File: src/rtl/fpgart_pkg.sv
// Shared types and constants for the PS/2 host transmitter.
// The timeout feature in ps2_host_tx is enabled by defining PS2_TX_TIMEOUT_EN.
package fpgart_pkg;

  typedef enum logic [2:0] {
    IDLE,
    INHIBIT,
    REQ,
    DATA,
    PARITY,
    STOP,
    ACK,
    WAIT_IDLE
  } ps2_tx_state_t;

  // Default timing at a 50 MHz system clock
  localparam int INHIBIT_CYCLES_DEF = 5000;    // 100 us
  localparam int START_TIMEOUT_DEF  = 750000;  // 15 ms
  localparam int PACKET_TIMEOUT_DEF = 100000;  // 2 ms

  // PS/2 device commands
  localparam logic [7:0] PS2_CMD_ENABLE = 8'hF4;
  localparam logic [7:0] PS2_CMD_RESET  = 8'hFF;

  // Odd parity: the parity bit makes the total count of ones odd
  function automatic logic odd_parity(input logic [7:0] d);
    return ~^d;
  endfunction

endpackage

File: src/rtl/ps2_sync_edge.sv
// Two-flop synchronizer for a raw PS/2 line plus falling-edge detect.
// Flops reset high (idle line level) so no edge is reported out of reset.
module ps2_sync_edge (
  input  logic iClk,
  input  logic iResetn,
  input  logic iLine,
  output logic oSync,
  output logic oFall
);

  logic r_meta, r_sync, r_prev;

  // Synchronizer chain and one-cycle history for edge detect
  always_ff @(posedge iClk) begin
    if (!iResetn) begin
      r_meta <= 1'b1;
      r_sync <= 1'b1;
      r_prev <= 1'b1;
    end else begin
      r_meta <= iLine;
      r_sync <= r_meta;
      r_prev <= r_sync;
    end
  end

  assign oSync = r_sync;
  assign oFall = r_prev & ~r_sync;

endmodule

File: src/rtl/ps2_host_tx.sv
// PS/2 host-to-device byte transmitter: inhibit, request-to-send, 8 data
// bits LSB first, odd parity, stop, then waits for the device ack.
// Optional: define PS2_TX_TIMEOUT_EN to add start/packet timeouts.
module ps2_host_tx
  import fpgart_pkg::*;
#(
  parameter int INHIBIT_CYCLES = INHIBIT_CYCLES_DEF,
  parameter int START_TIMEOUT  = START_TIMEOUT_DEF,
  parameter int PACKET_TIMEOUT = PACKET_TIMEOUT_DEF
) (
  input  logic       iClk,
  input  logic       iResetn,
  input  logic [7:0] iData,
  input  logic       iSend,
  input  logic       iPs2Clk,
  input  logic       iPs2Dat,
  output logic       oPs2ClkLow,
  output logic       oPs2DatLow,
  output logic       oBusy,
  output logic       oDone,
  output logic       oError
);

  ps2_tx_state_t r_state, w_state_nxt;
  logic [7:0]    r_data,  w_data_nxt;
  logic          r_par,   w_par_nxt;
  logic [3:0]    r_cnt,   w_cnt_nxt;
  logic [31:0]   r_timer, w_timer_nxt;

  logic w_ck_sync, w_ck_fall, w_dat_sync, w_unused_dat_fall;
  logic w_clk_low, w_dat_low, w_done, w_err;

  ps2_sync_edge u_sync_clk (
    .iClk   (iClk),
    .iResetn(iResetn),
    .iLine  (iPs2Clk),
    .oSync  (w_ck_sync),
    .oFall  (w_ck_fall)
  );

  ps2_sync_edge u_sync_dat (
    .iClk   (iClk),
    .iResetn(iResetn),
    .iLine  (iPs2Dat),
    .oSync  (w_dat_sync),
    .oFall  (w_unused_dat_fall)
  );

`ifdef PS2_TX_TIMEOUT_EN
  logic w_tmo;
`else
  logic w_unused_params;
  assign w_unused_params = ^{32'(START_TIMEOUT), 32'(PACKET_TIMEOUT)};
`endif

  // State and datapath registers
  always_ff @(posedge iClk) begin
    if (!iResetn) begin
      r_state <= IDLE;
      r_data  <= '0;
      r_par   <= 1'b0;
      r_cnt   <= '0;
      r_timer <= '0;
    end else begin
      r_state <= w_state_nxt;
      r_data  <= w_data_nxt;
      r_par   <= w_par_nxt;
      r_cnt   <= w_cnt_nxt;
      r_timer <= w_timer_nxt;
    end
  end

  // Next-state, datapath updates and line/handshake outputs
  always_comb begin
    w_state_nxt = r_state;
    w_data_nxt  = r_data;
    w_par_nxt   = r_par;
    w_cnt_nxt   = r_cnt;
    w_timer_nxt = r_timer;
    w_clk_low   = 1'b0;
    w_dat_low   = 1'b0;
    w_done      = 1'b0;
    w_err       = 1'b0;
`ifdef PS2_TX_TIMEOUT_EN
    w_tmo       = 1'b0;
`endif
    unique case (r_state)
      IDLE: begin
        if (iSend) begin
          w_data_nxt  = iData;
          w_par_nxt   = odd_parity(iData);
          w_timer_nxt = '0;
          w_state_nxt = INHIBIT;
        end
      end
      INHIBIT: begin
        w_clk_low   = 1'b1;
        w_timer_nxt = r_timer + 32'd1;
        // Start bit overlaps the last inhibit cycle so data is already
        // low when the clock is released
        if (r_timer == 32'(INHIBIT_CYCLES - 1)) begin
          w_dat_low   = 1'b1;
          w_timer_nxt = '0;
          w_state_nxt = REQ;
        end
      end
      REQ: begin
        w_dat_low = 1'b1;
        if (w_ck_fall) begin
          w_cnt_nxt   = '0;
          w_timer_nxt = '0;
          w_state_nxt = DATA;
        end
      end
      DATA: begin
        w_dat_low = ~r_data[r_cnt[2:0]];
        if (w_ck_fall) begin
          if (r_cnt == 4'd7) w_state_nxt = PARITY;
          else               w_cnt_nxt   = r_cnt + 4'd1;
        end
      end
      PARITY: begin
        w_dat_low = ~r_par;
        if (w_ck_fall) w_state_nxt = STOP;
      end
      STOP: begin
        if (w_ck_fall) w_state_nxt = ACK;
      end
      ACK: begin
        if (w_ck_fall) begin
          if (!w_dat_sync) begin
            w_state_nxt = WAIT_IDLE;
          end else begin
            w_err       = 1'b1;
            w_state_nxt = IDLE;
          end
        end
      end
      WAIT_IDLE: begin
        if (w_ck_sync && w_dat_sync) begin
          w_done      = 1'b1;
          w_state_nxt = IDLE;
        end
      end
      default: w_state_nxt = IDLE;
    endcase
`ifdef PS2_TX_TIMEOUT_EN
    // Start timer runs from REQ entry; packet timer from the first edge
    if (r_state == REQ) begin
      w_tmo = (r_timer == 32'(START_TIMEOUT));
      if (!w_ck_fall) w_timer_nxt = r_timer + 32'd1;
    end else if (r_state inside {DATA, PARITY, STOP, ACK}) begin
      w_tmo       = (r_timer == 32'(PACKET_TIMEOUT));
      w_timer_nxt = r_timer + 32'd1;
    end
    if (w_tmo) begin
      w_clk_low   = 1'b0;
      w_dat_low   = 1'b0;
      w_done      = 1'b0;
      w_err       = 1'b1;
      w_state_nxt = IDLE;
    end
`endif
  end

  assign oPs2ClkLow = w_clk_low;
  assign oPs2DatLow = w_dat_low;
  assign oBusy      = (r_state != IDLE);
  assign oDone      = w_done;
  assign oError     = w_err;

endmodule

File: config.mk
export PLATFORM = sky130hd
export DESIGN_NAME = ps2_host_tx
export DESIGN_NICKNAME = d
export VERILOG_FILES = /design/src/rtl/fpgart_pkg.sv /design/src/rtl/ps2_sync_edge.sv /design/src/rtl/ps2_host_tx.sv
export SDC_FILE = /design/constraint.sdc
export NUM_CORES = 1
export LEC_CHECK = 0
export CAP_MARGIN = 0
export CORE_UTILIZATION = 40
export CTS_CLUSTER_DIAMETER = 200
export CTS_CLUSTER_SIZE = 20
export DETAILED_ROUTE_END_ITERATION = 16
export PLACE_DENSITY = 0.68
export REMOVE_ABC_BUFFERS = 1
export SLEW_MARGIN = 20
export SYNTH_ARGS = -nofsm -noshare
export SYNTH_HDL_FRONTEND = slang
export SYNTH_SLANG_ARGS = --single-unit
File: constraint.sdc
create_clock -name iClk -period 2.36 [get_ports iClk]
set_input_delay 0.236 -clock iClk [delete_from_list [all_inputs] [get_ports iClk]]
set_output_delay 0.236 -clock iClk [all_outputs]
set_load 0.02 [all_outputs]
Fig. 1: run 1, I/O nets highlighted
Scale: 4 px per um.
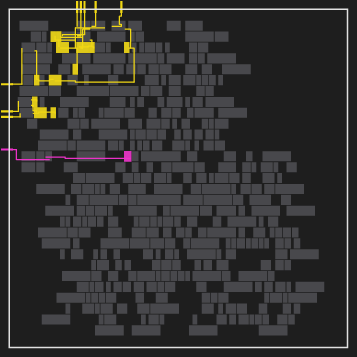
legend:
  magenta:
    port: oPs2DatLow
    bits: 1
    direction: output
    end_cells: 1
    buffers: 1
    wire: 33.5 um
  yellow:
    port: iData
    bits: 8
    direction: input
    end_cells: 12
    buffers: 8
    wire: 162 um
# IOs: 18
input/output buffers: 17

Fig. 2: run 1, sequential cells grouped by signal name
Scale: 4 px per um. Other sequential cells in the stronger grey, the rest of the logic in the fainter grey.
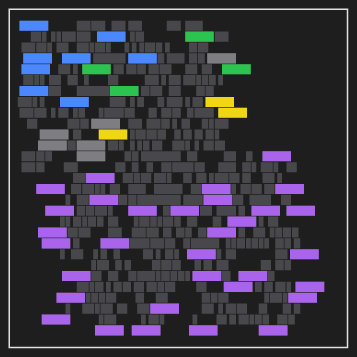
legend:
  green:
    netlist_name: r_cnt
    flops: 4
    where: top centre
  yellow:
    netlist_name: r_state
    flops: 3
  purple:
    netlist_name: r_timer
    flops: 32
  blue:
    netlist_name: r_data
    flops: 8
    where: upper left
not coloured: 6
sequential cell area in the final layout: 0.001061 mm2
flip-flop and latch share of the layout cell area: 0.3104
power in sequential cells: 993 uW

Fig. 3: run 1, metal layers overlaid
Scale: 6 px per um. Only two layers are drawn.
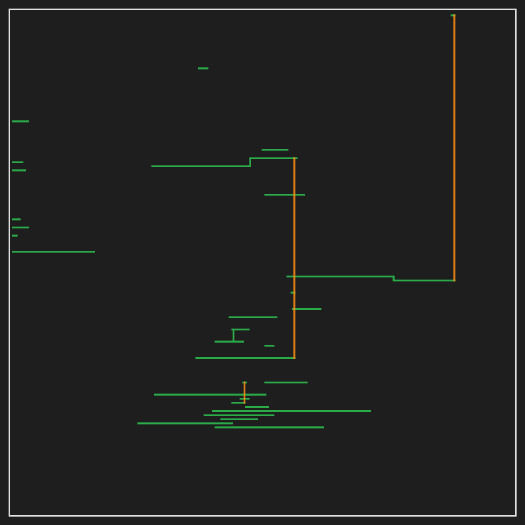
legend:
  orange:
    layer: M4
    wire_length: 80.9 um
  green:
    layer: M3
    wire_length: 240 um
Routed wire per std cell: 13.25 um
total routing usage reported by global routing: 0.1786
vias: 2424
Total Wirelength: 6.080 mm

==> flow_summary_export.csv, run 1 <==
group,metric,value,unit
layout,clkbuf_count,5,
layout,comb_area_share,0.4550,
layout,top_logic_cells_by_instance_count_in_the_layout,"53 x sky130_fd_sc_hd__dfxtp_1, 47 x sky130_fd_sc_hd__buf_4, 39 x sky130_fd_sc_hd__nand2_1, 29 x sky130_fd_sc_hd__nor2_1",
clock_tree,clk_pin_slew_worst_paths,100,ps
synthesis,synth-cells-yosys,323,
layout,filler_cell_count,581,
synthesis,synth-edff-count,0,
global_routing,globalRouteOverflowTotal,0,
layout,top_regs,"r_timer: 32 flops, r_data: 8 flops, r_cnt: 4 flops",
detailed_routing,first_pass_iters,4,
worst_setup_path,launching_instance_or_port_of_the_critical_path,"u_sync_clk.r_prev",
worst_setup_path,setup.worst_path.start_class,"register",
worst_setup_path,cp_data_required_time,2610,ps
timing,min_period,2233,ps
detailed_routing,route.layer.met1.wl,3.120,mm
worst_setup_path,r2r_setup_slack,130,ps
worst_setup_path,critical_path.cell_chain,"or3b_1 -> a2111oi_2 -> buf_4 -> buf_12 -> nand3_1 -> or4_1 -> a21oi_1",
synthesis,synthDominantAreaCellType,"sky130_fd_sc_hd__dfxtp_1",
synthesis,flop_cell,"sky130_fd_sc_hd__dfxtp_1",
layout,drive_above_1_share,0.1806,
clock_tree,post-cts-setup-buffer-count,0,
detailed_routing,tally_of_nets_with_antenna_violations_remaining_after_routing,0,
layout,buffers_excl_clock,66,
clock_tree,cts_buffer_count,5,
worst_setup_path,worst_path_dominant_cell_family,"simple AND/OR/NAND/NOR gates",
detailed_routing,met3_wire_length,239,um
timing,clock.fmax,0.4479,GHz
worst_setup_path,crit_slowest_cell,"sky130_fd_sc_hd__or3b_1",
worst_setup_path,timing.rr.start,"u_sync_clk.r_prev",
clock_tree,cts_buffer_depth,2,
timing,timing_worst_slew_pin_value,593.3,ps
layout,finalInstanceArea,0.003418,mm2
place,detailedPlace.worstSlack,-60.60,ps
synthesis,yosysSeqAreaShare,0.3928,
power_and_ir_drop,cellInternalPower,1.589,mW
clock_tree,clock_insertion_delay_worst_skew,310,ps
place,detailed_place_hpwl,4.390,mm
synthesis,synth_flop_count,53,
power_and_ir_drop,share_clk_of_total_power,0.265,
global_routing,antenna_found_initial,0,
detailed_routing,drc_errors,0,
power_and_ir_drop,p_leak,1.292,nW
place,gp_congestion,0.8231,
die,die_h,84.18,um
run,stage_log_warnings,25,
outcome,outcome,"complete, no violations",
clock_tree,cts-hold-fix-buffers,0,
clock_tree,ctsHtreeMaxLevel,2,
synthesis,synth_cells,323,
detailed_routing,avgViaCountPerCell,5.281,
layout,sequential_cell_total,53,
global_routing,wire_length_of_the_first_global_routing_pass,10.21,mm
worst_setup_path,crit_buf_inv,2,
power_and_ir_drop,share_seq_of_total_power,0.425,
power_and_ir_drop,power_per_cell_area,683.9,mW/mm2
layout,final_core_utilization,0.5322,
layout,antennaDiodeCount,0,
worst_setup_path,critical_path_depth,7,
layout,final.signal_inverter_count,10,
die,fp.dieArea,0.007086,mm2
detailed_routing,drt_iter0_drc,190,
synthesis,synth.yosys.warnings,0,
synthesis,syn-mean-instance-area,8.363,um2
clock_tree,tritoncts_clock_tree,"yes",
worst_setup_path,r2r.worst_path.cells,7,
run,drv.max_cap_violation_count,0,
clock_tree,cts-resized-gates,5,
synthesis,synthesis.area,0.002701,mm2
worst_setup_path,max_stage_delay,450,ps
clock_tree,cts.sinks,53,
die,initial_utilization,0.4206,
layout,area_share_clock_buf_inv,0.03148,
die,floorplan.rows,29,
detailed_routing,routed.top_layer,"met4",
timing,hold_viol,0,
timing,timing.final.setup_violations,0,
power_and_ir_drop,peakVddDrop,455.9,uV
die,fp.coreArea,0.006422,mm2
run 1: logic make-up (layout without fill, tap and decap cells):
| logic type | Yosys count | in the layout | share of synthesized area |
|---|---|---|---|
| and+or+nand+nor | 159 | 159 | 0.3126 |
| DFF | 53 | 53 | 0.3928 |
| AOI/OAI and AO/OA | 52 | 52 | 0.1283 |
| xor gates and xnor gates | 27 | 27 | 0.08754 |
| buffers and inverters | 24 | 83 | 0.03752 |
| muxes | 5 | 5 | 0.02825 |
| adders and majority gates | 3 | 3 | 0.01297 |
run 1: worst min path at each step:
stage                      start          endpoint
4_1_cts        u_sync_clk.r_meta  u_sync_clk.oSync
2_1_floorplan            iResetn  u_sync_clk.oSync
6_report       u_sync_clk.r_meta  u_sync_clk.oSync
3_3_place_gp   u_sync_dat.r_meta  u_sync_dat.oSync
5_1_grt        u_sync_clk.r_meta  u_sync_clk.oSync
3_5_place_dp   u_sync_clk.r_meta  u_sync_clk.oSync
run 1: metal layers:
| layer | GRT usage | vias up |
|---|---|---|
| met1 | 0.2587 | 1107 |
| met3 | 0.03835 | 7 |
| li1 | - | 1258 |
| met5 | 0 | - |
| met4 | 0.05329 | 0 |
| met2 | 0.2660 | 52 |
run 1: power groups by stage:
stage               clock network [mW]  registers (mW)  logic (mW)
floorplan                            0            1.04       0.375
global placement                     0            1.01       0.723
detailed placement                   0            1.01       0.729
CTS                              0.638           0.992       0.730
global route                     0.675           0.999       0.792
finish                           0.619           0.993       0.726
run 1: Yosys cell counts (2+ instances only):
| master | number |
|---|---|
| sky130_fd_sc_hd__and3_1 | 5 |
| sky130_fd_sc_hd__a22oi_1 | 4 |
| sky130_fd_sc_hd__o21ai_0 | 12 |
| sky130_fd_sc_hd__nand2b_1 | 6 |
| sky130_fd_sc_hd__nor4_1 | 7 |
| sky130_fd_sc_hd__nand3_1 | 16 |
| sky130_fd_sc_hd__nor4b_1 | 3 |
| sky130_fd_sc_hd__dfxtp_1 | 53 |
| sky130_fd_sc_hd__clkbuf_1 | 10 |
| sky130_fd_sc_hd__inv_1 | 10 |
| sky130_fd_sc_hd__and2_1 | 3 |
| sky130_fd_sc_hd__xor2_1 | 16 |
| sky130_fd_sc_hd__xnor2_1 | 11 |
| sky130_fd_sc_hd__nor2_1 | 29 |
| sky130_fd_sc_hd__nand4b_1 | 3 |
| sky130_fd_sc_hd__nand4_1 | 14 |
| sky130_fd_sc_hd__nor3_1 | 8 |
| sky130_fd_sc_hd__ha_1 | 2 |
| sky130_fd_sc_hd__mux2i_1 | 2 |
| sky130_fd_sc_hd__mux4_2 | 2 |
| sky130_fd_sc_hd__buf_2 | 3 |
| sky130_fd_sc_hd__a31oi_1 | 2 |
| sky130_fd_sc_hd__a21boi_0 | 9 |
| sky130_fd_sc_hd__or3_1 | 7 |
| sky130_fd_sc_hd__nor2b_1 | 7 |
| sky130_fd_sc_hd__or4b_1 | 2 |
| sky130_fd_sc_hd__a21oi_1 | 15 |
| sky130_fd_sc_hd__nand2_1 | 39 |
| sky130_fd_sc_hd__or4_1 | 2 |
## Run 2: what changed since run 1
Settings changed: SLEW_MARGIN 20 to 40.
==> flow_summary_export.csv, run 2 <==
group,metric,value,unit
synthesis,synth.cellmix.simpleShare,0.3126,
timing,timing.final.setup_violations,0,
timing,hold_viol,0,
layout,antennaDiodeCount,0,
synthesis,synthDominantAreaCellType,"sky130_fd_sc_hd__dfxtp_1",
die,floorplan.rows,29,
synthesis,top_cell,"sky130_fd_sc_hd__dfxtp_1",
synthesis,post_synth_xor_area_fraction,0.08754,
worst_setup_path,timing.rr.start,"u_sync_clk.r_prev",
global_routing,vias_in_the_first_global_route,2177,
synthesis,synth.yosys.warnings,0,
synthesis,synth_cells,323,
synthesis,fraction_of_synthesized_area_in_multiplexers,0.02825,
place,gp_congestion,0.8231,
power_and_ir_drop,peakVddDrop,455.9,uV
worst_setup_path,r2r_setup_slack,130,ps
detailed_routing,detailroute.via_count,2424,
power_and_ir_drop,p_leak,1.292,nW
run,drv.max_cap_violation_count,0,
place,detailed_place_hpwl,4.390,mm
detailed_routing,first_pass_iters,4,
synthesis,post_synth_main_logic_family,"simple AND/OR/NAND/NOR gates",
synthesis,post_synth_main_area_contributors,"sky130_fd_sc_hd__dfxtp_1 39%, sky130_fd_sc_hd__nand2_1 5.4%, sky130_fd_sc_hd__xor2_1 5.2%",
clock_tree,ctsHtreeMaxLevel,2,
layout,layout.area.seq,0.001061,mm2
worst_setup_path,critical_path.reg2reg.endpoint,"r_timer[17]",
clock_tree,cts-hold-fix-buffers,0,
power_and_ir_drop,power_per_cell_area,683.9,mW/mm2
clock_tree,cts.sinks,53,
worst_setup_path,r2r.worst_path.cells,7,
synthesis,synth-edff-count,0,
worst_setup_path,setup.worst_path.start_class,"register",
detailed_routing,drc_errors,0,
timing,min_period,2233,ps
hold_path,holdPathEnd,"u_sync_clk.oSync",
global_routing,wire_length_of_the_first_global_routing_pass,10.21,mm
worst_setup_path,cp_data_required_time,2610,ps
die,die_h,84.18,um
clock_tree,cts_buffer_depth,2,
detailed_routing,tally_of_nets_with_antenna_violations_remaining_after_routing,0,
layout,filler_cell_count,581,
place,port-buffer-count,17,
synthesis,flop_cell,"sky130_fd_sc_hd__dfxtp_1",
timing,clock.fmax,0.4479,GHz
run,stage_log_warnings,25,
global_routing,globalRouteOverflowTotal,0,
synthesis,adder_and_majority_gate_portion_of_the_synthesized_area,0.01297,
detailed_routing,avgViaCountPerCell,5.281,
synthesis,top_cells_by_count,"53 x sky130_fd_sc_hd__dfxtp_1, 39 x sky130_fd_sc_hd__nand2_1, 29 x sky130_fd_sc_hd__nor2_1, 16 x sky130_fd_sc_hd__nand3_1, 16 x sky130_fd_sc_hd__xor2_1",
clock_tree,tritoncts_clock_tree,"yes",
detailed_routing,drt_iter0_drc,190,
detailed_routing,wl_per_cell,13.25,um
worst_setup_path,launching_instance_or_port_of_the_critical_path,"u_sync_clk.r_prev",
timing,timing_worst_slew_pin_value,593.3,ps
synthesis,syn-mean-instance-area,8.363,um2
detailed_routing,detail_route.wirelength,6.080,mm
clock_tree,clock_insertion_delay_worst_skew,310,ps
layout,design.final.nets,397,
die,fp.coreArea,0.006422,mm2
synthesis,synth_flop_count,53,
layout,drive_above_1_share,0.1806,
hold_path,hold_path_startpoint,"u_sync_clk.r_meta",
synthesis,synth-cells-yosys,323,
clock_tree,clk_pin_slew_worst_paths,100,ps
layout,top_regs,"r_timer: 32 flops, r_data: 8 flops, r_cnt: 4 flops",
synthesis,ys_async_sr_fraction,0,
synthesis,yosysSeqAreaShare,0.3928,
die,boundaryPins,18,
die,fp.dieArea,0.007086,mm2
synthesis,synthesis.area,0.002701,mm2
global_routing,antenna_found_initial,0,
layout,top_logic_cells_by_instance_count_in_the_layout,"53 x sky130_fd_sc_hd__dfxtp_1, 47 x sky130_fd_sc_hd__buf_4, 39 x sky130_fd_sc_hd__nand2_1, 29 x sky130_fd_sc_hd__nor2_1",
global_routing,gr-usage-all-layers,0.1786,
clock_tree,cts_buffer_count,5,
synthesis,synth-compound-area-share,0.1283,
outcome,outcome,"complete, no violations",
layout,fin_cells,459,
die,initial_utilization,0.4206,
layout,finalInstanceArea,0.003418,mm2
-- run 2: cell counts in the layout (fill, tap and decap cells not counted) --
No cell type changed its count.
-- run 2: worst max-delay path by stage --
stage | cells after the start | endpoint | slack, ps
final | 7 | r_timer[17] | 130
after global routing | 6 | r_timer[31] | 20
after CTS | 7 | oPs2DatLow | 2
after detailed placement | 7 | oPs2DatLow | -60
after global placement | 7 | oPs2DatLow | -6
after floorplan | 5 | r_timer[0] | -550
-- run 2: worst max-delay path, cell delays in order (launching register included) --
cell	delay, ps
sky130_fd_sc_hd__dfxtp_1	390
sky130_fd_sc_hd__or3b_1	450
sky130_fd_sc_hd__a2111oi_2	370
sky130_fd_sc_hd__buf_4	210
sky130_fd_sc_hd__buf_12	110
sky130_fd_sc_hd__nand3_1	90
sky130_fd_sc_hd__or4_1	410
sky130_fd_sc_hd__a21oi_1	150
-- run 2: through the flow --
step	power (mW)	setup slack (ps)	hold WS [ps]	TNS, ps	utilization
finish	2.338	127.4	414.6	0	0.5322
global route	2.465	24.23	437.3	0	0.5322
CTS	2.360	1.604	415.0	0	0.5264
detailed placement	1.740	-60.60	390.9	-60.60	0.5085
global placement	1.735	-5.570	389.6	-5.570	0.5085
floorplan	1.414	-545.9	309.0	-17070	-
-- run 2: power breakdown --
group	switching, mW	total [mW]	internal, mW
sequential	0.0390	0.993	0.954
combinational	0.405	0.726	0.320
clock	0.305	0.619	0.315
total	0.749	2.34	1.59
-- run 2: final cells by class --
type | instances | share of cell area
tap | 77 | 0.02818
inverter | 10 | 0.01098
multi-input combinational | 246 | 0.4550
timing repair buffer | 66 | 0.1640
clock inverter | 2 | 0.01135
sequential | 53 | 0.3104
clock buffer | 5 | 0.02013
-- run 2: layer usage --
layer,vias up,track usage,wire [um]
met1,1107,0.2587,3120
li1,1258,-,-
met4,0,0.05329,80
met3,7,0.03835,239
met5,-,0,0
met2,52,0.2660,2638
-- run 2: cells by family (layout without fill, tap and decap cells) --
kind of cell,count (synthesis),in the layout
mux,5,5
buf+inv,24,83
fa+ha+maj,3,3
compound gates,52,52
xor+xnor,27,27
simple gates,159,159
flops,53,53
-- run 2: repair_timing --
action / 4_1_cts / 5_1_grt
endpoints found under the setup margin: 1 / 4
setup buffers: 0 / 3
pin swaps: 0 / 1
gates resized: 5 / 4
Fig. 4: run 2, metal layers overlaid
Scale: 6 px per um. Only two layers are drawn.
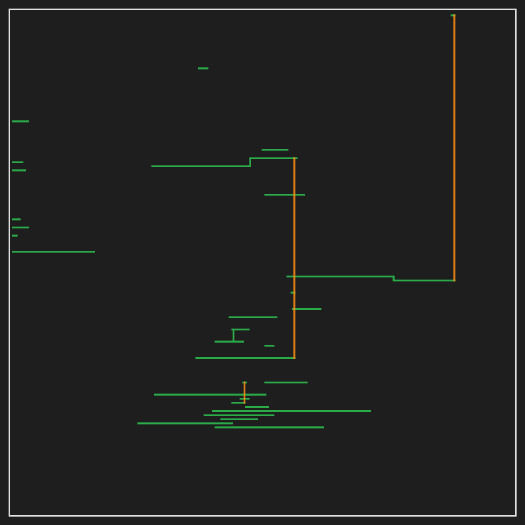

Fig. 5: run 2, sequential cells grouped by signal name
Scale: 4 px per um. Other sequential cells in the stronger grey, the rest of the logic in the fainter grey.
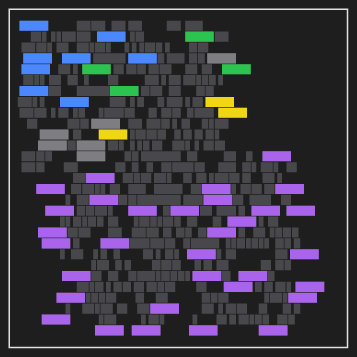
legend:
  blue:
    netlist_name: r_data
    flops: 8
    where: upper left
  purple:
    netlist_name: r_timer
    flops: 32
  green:
    netlist_name: r_cnt
    flops: 4
    where: top centre
  yellow:
    netlist_name: r_state
    flops: 3
share of the core filled with cells: 0.5322

Fig. 6: run 2, met2 routing
Scale: 4 px per um.
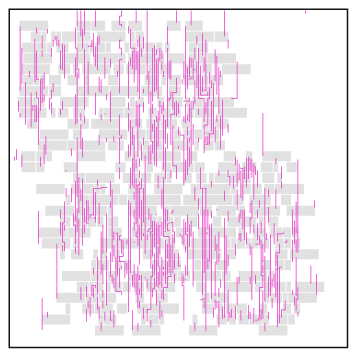
main direction: vertical
wire length on this layer: 2640 um
met2 Use GR: 0.2660

## Run 3: what changed since run 2
Settings changed: SYNTH_HIERARCHICAL from default to 1.
Fig. 7: run 3, layout detail
Region (53, 53) to (73, 73) um. Cells in grey, sequential cells in the stronger grey; small squares are vias.
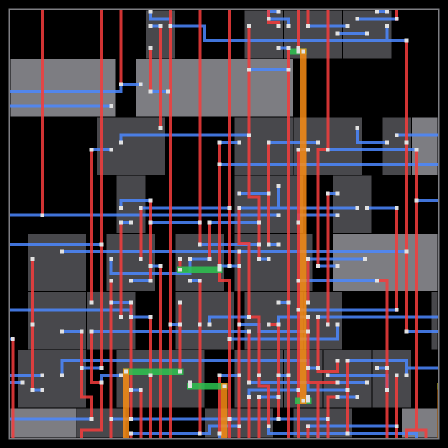
legend:
  red:
    layer: M2
  orange:
    layer: M4
  blue:
    layer: M1
  green:
    layer: M3
cells with their middle in the window: 32
netlist names of flops here include: r_timer (2), r_state (1)
most frequent: nor4_1 (3), buf_4 (3), dfxtp_1 (3)
sequential cells in the window: 3

Fig. 8: run 3, metal layers overlaid
Scale: 6 px per um. Only two layers are drawn.
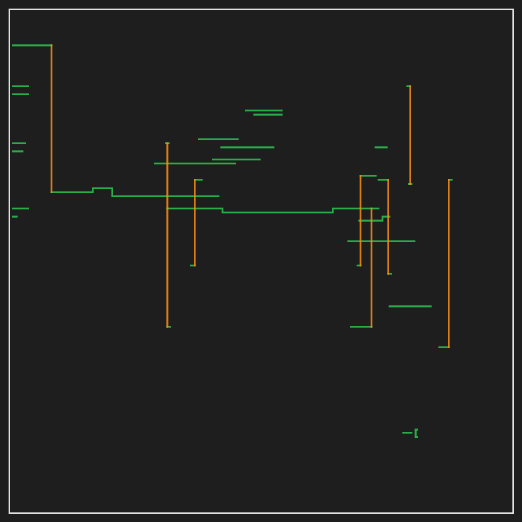
legend:
  green:
    layer: M3
    wire_length: 173 um
  orange:
    layer: M4
    wire_length: 164 um
Routed wire per std cell: 13.27 um
vias: 2339
total routing usage reported by global routing: 0.1764

==> flow_summary_export.csv, run 3 <==
group,metric,value,unit
synthesis,synth_cells,323,
place,gp_congestion,0.8535,
power_and_ir_drop,power_per_cell_area,780.5,mW/mm2
timing,timing.final.setup_violations,0,
place,port-buffer-count,17,
detailed_routing,drt_iter0_drc,135,
global_routing,grtUsageMet1,0.2175,
power_and_ir_drop,peakVddDrop,382.0,uV
clock_tree,ctsHtreeMaxLevel,2,
run,stage_log_warnings,25,
global_routing,met3_track_demand_over_resource_in_global_routing,0.03165,
worst_setup_path,cp_data_required_time,2120,ps
die,boundaryPins,18,
timing,min_period,2244,ps
detailed_routing,detail_route.wirelength,5.667,mm
global_routing,busiest_layer,"met2",
clock_tree,clock_insertion_delay_worst_skew,310,ps
layout,antennaDiodeCount,0,
detailed_routing,avgViaCountPerCell,5.478,
timing,finalWorstSetupSlack,116.0,ps
clock_tree,cts.sinks,53,
global_routing,groute.layer.met2.usage,0.2971,
layout,design.final.nets,364,
die,fp.coreArea,0.006386,mm2
layout,filler_cell_count,633,
layout,top_regs,"r_timer: 32 flops, r_data: 8 flops, r_cnt: 4 flops",
place,detailedPlace.worstSlack,86.33,ps
clock_tree,tritoncts_clock_tree,"yes",
detailed_routing,drc_errors,0,
global_routing,globalRouteOverflowTotal,0,
place,detailed_place_hpwl,4.159,mm
synthesis,synth.yosys.warnings,6,
die,die_h,83.74,um
timing,timing_worst_slew_pin_value,452.7,ps
die,initial_utilization,0.4185,
layout,finalInstanceArea,0.003139,mm2
global_routing,antenna_found_initial,0,
die,fp.dieArea,0.007012,mm2
clock_tree,post-cts-setup-buffer-count,0,
layout,top_logic_cells_by_instance_count_in_the_layout,"52 x sky130_fd_sc_hd__dfxtp_1, 32 x sky130_fd_sc_hd__nand2_1, 30 x sky130_fd_sc_hd__nor2_1, 25 x sky130_fd_sc_hd__xnor2_1, 20 x sky130_fd_sc_hd__buf_4",
clock_tree,clk_pin_slew_worst_paths,90,ps
die,floorplan.rows,29,
clock_tree,cts-resized-gates,2,
global_routing,wire_length_of_the_first_global_routing_pass,10.21,mm
synthesis,syn-mean-instance-area,8.274,um2
detailed_routing,first_pass_iters,4,
clock_tree,cts-hold-fix-buffers,0,
outcome,outcome,"complete, no violations",
power_and_ir_drop,p_leak,0.9951,nW
layout,layout.area.seq,0.001062,mm2
layout,drive_above_1_share,0.1171,
worst_setup_path,setup.worst_path.start_class,"register",
worst_setup_path,r2r.worst_path.cells,6,
clock_tree,cts_buffer_depth,2,
Fig. 9: run 3, clock nets
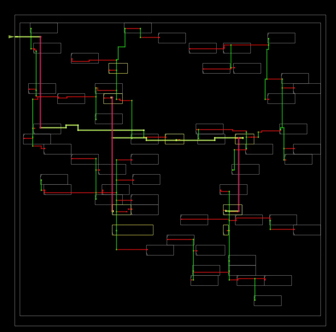
clkbuf count: 7
CTS buffer count: 5

[run 3: layout make-up]
class	instances	area share
clock buffer	7	0.02750
inverter	10	0.01196
clock inverter	1	0.009566
tap	77	0.03069
timing repair buffer	37	0.1004
sequential	53	0.3384
multi-input combinational	242	0.4815
[run 3: worst max-delay path, stage by stage, from the launching register on]
cell and delay, ps:
sky130_fd_sc_hd__dfxtp_1 490, sky130_fd_sc_hd__nor2b_2 280, sky130_fd_sc_hd__and2_1 280, sky130_fd_sc_hd__clkdlybuf4s50_1 650
[run 3: final timing paths]
path                     startpoint          endpoint  slack (ps)
setup / recovery         r_state[0]        oPs2ClkLow         120
hold / removal    u_sync_clk/r_meta  u_sync_clk/oSync         420
setup reg to reg        r_timer[15]       r_timer[27]         120
hold reg to reg   u_sync_clk/r_meta  u_sync_clk/oSync         420
[run 3: layer usage]
layer	vias to the layer above	part of all wire
met2	49	0.49
met5	-	0
met3	17	0.030
met1	1079	0.45
li1	1194	-
met4	0	0.029
[run 3: metrics by stage]
step	std cells	hold slack [ps]	power [mW]	setup TNS, ps
after floorplan	305	309.0	1.492	-6362
after global placement	419	390.8	1.839	0
after detailed placement	419	397.5	1.837	0
after CTS	427	417.9	2.473	0
after global routing	427	438.3	2.600	0
final	427	417.6	2.450	0
[run 3: where the power goes]
group	internal [mW]	switching, mW
combinational	0.313	0.482
sequential	0.956	0.0662
clock	0.346	0.287
No activity file was given, so power comes from the tool's default toggle rates.
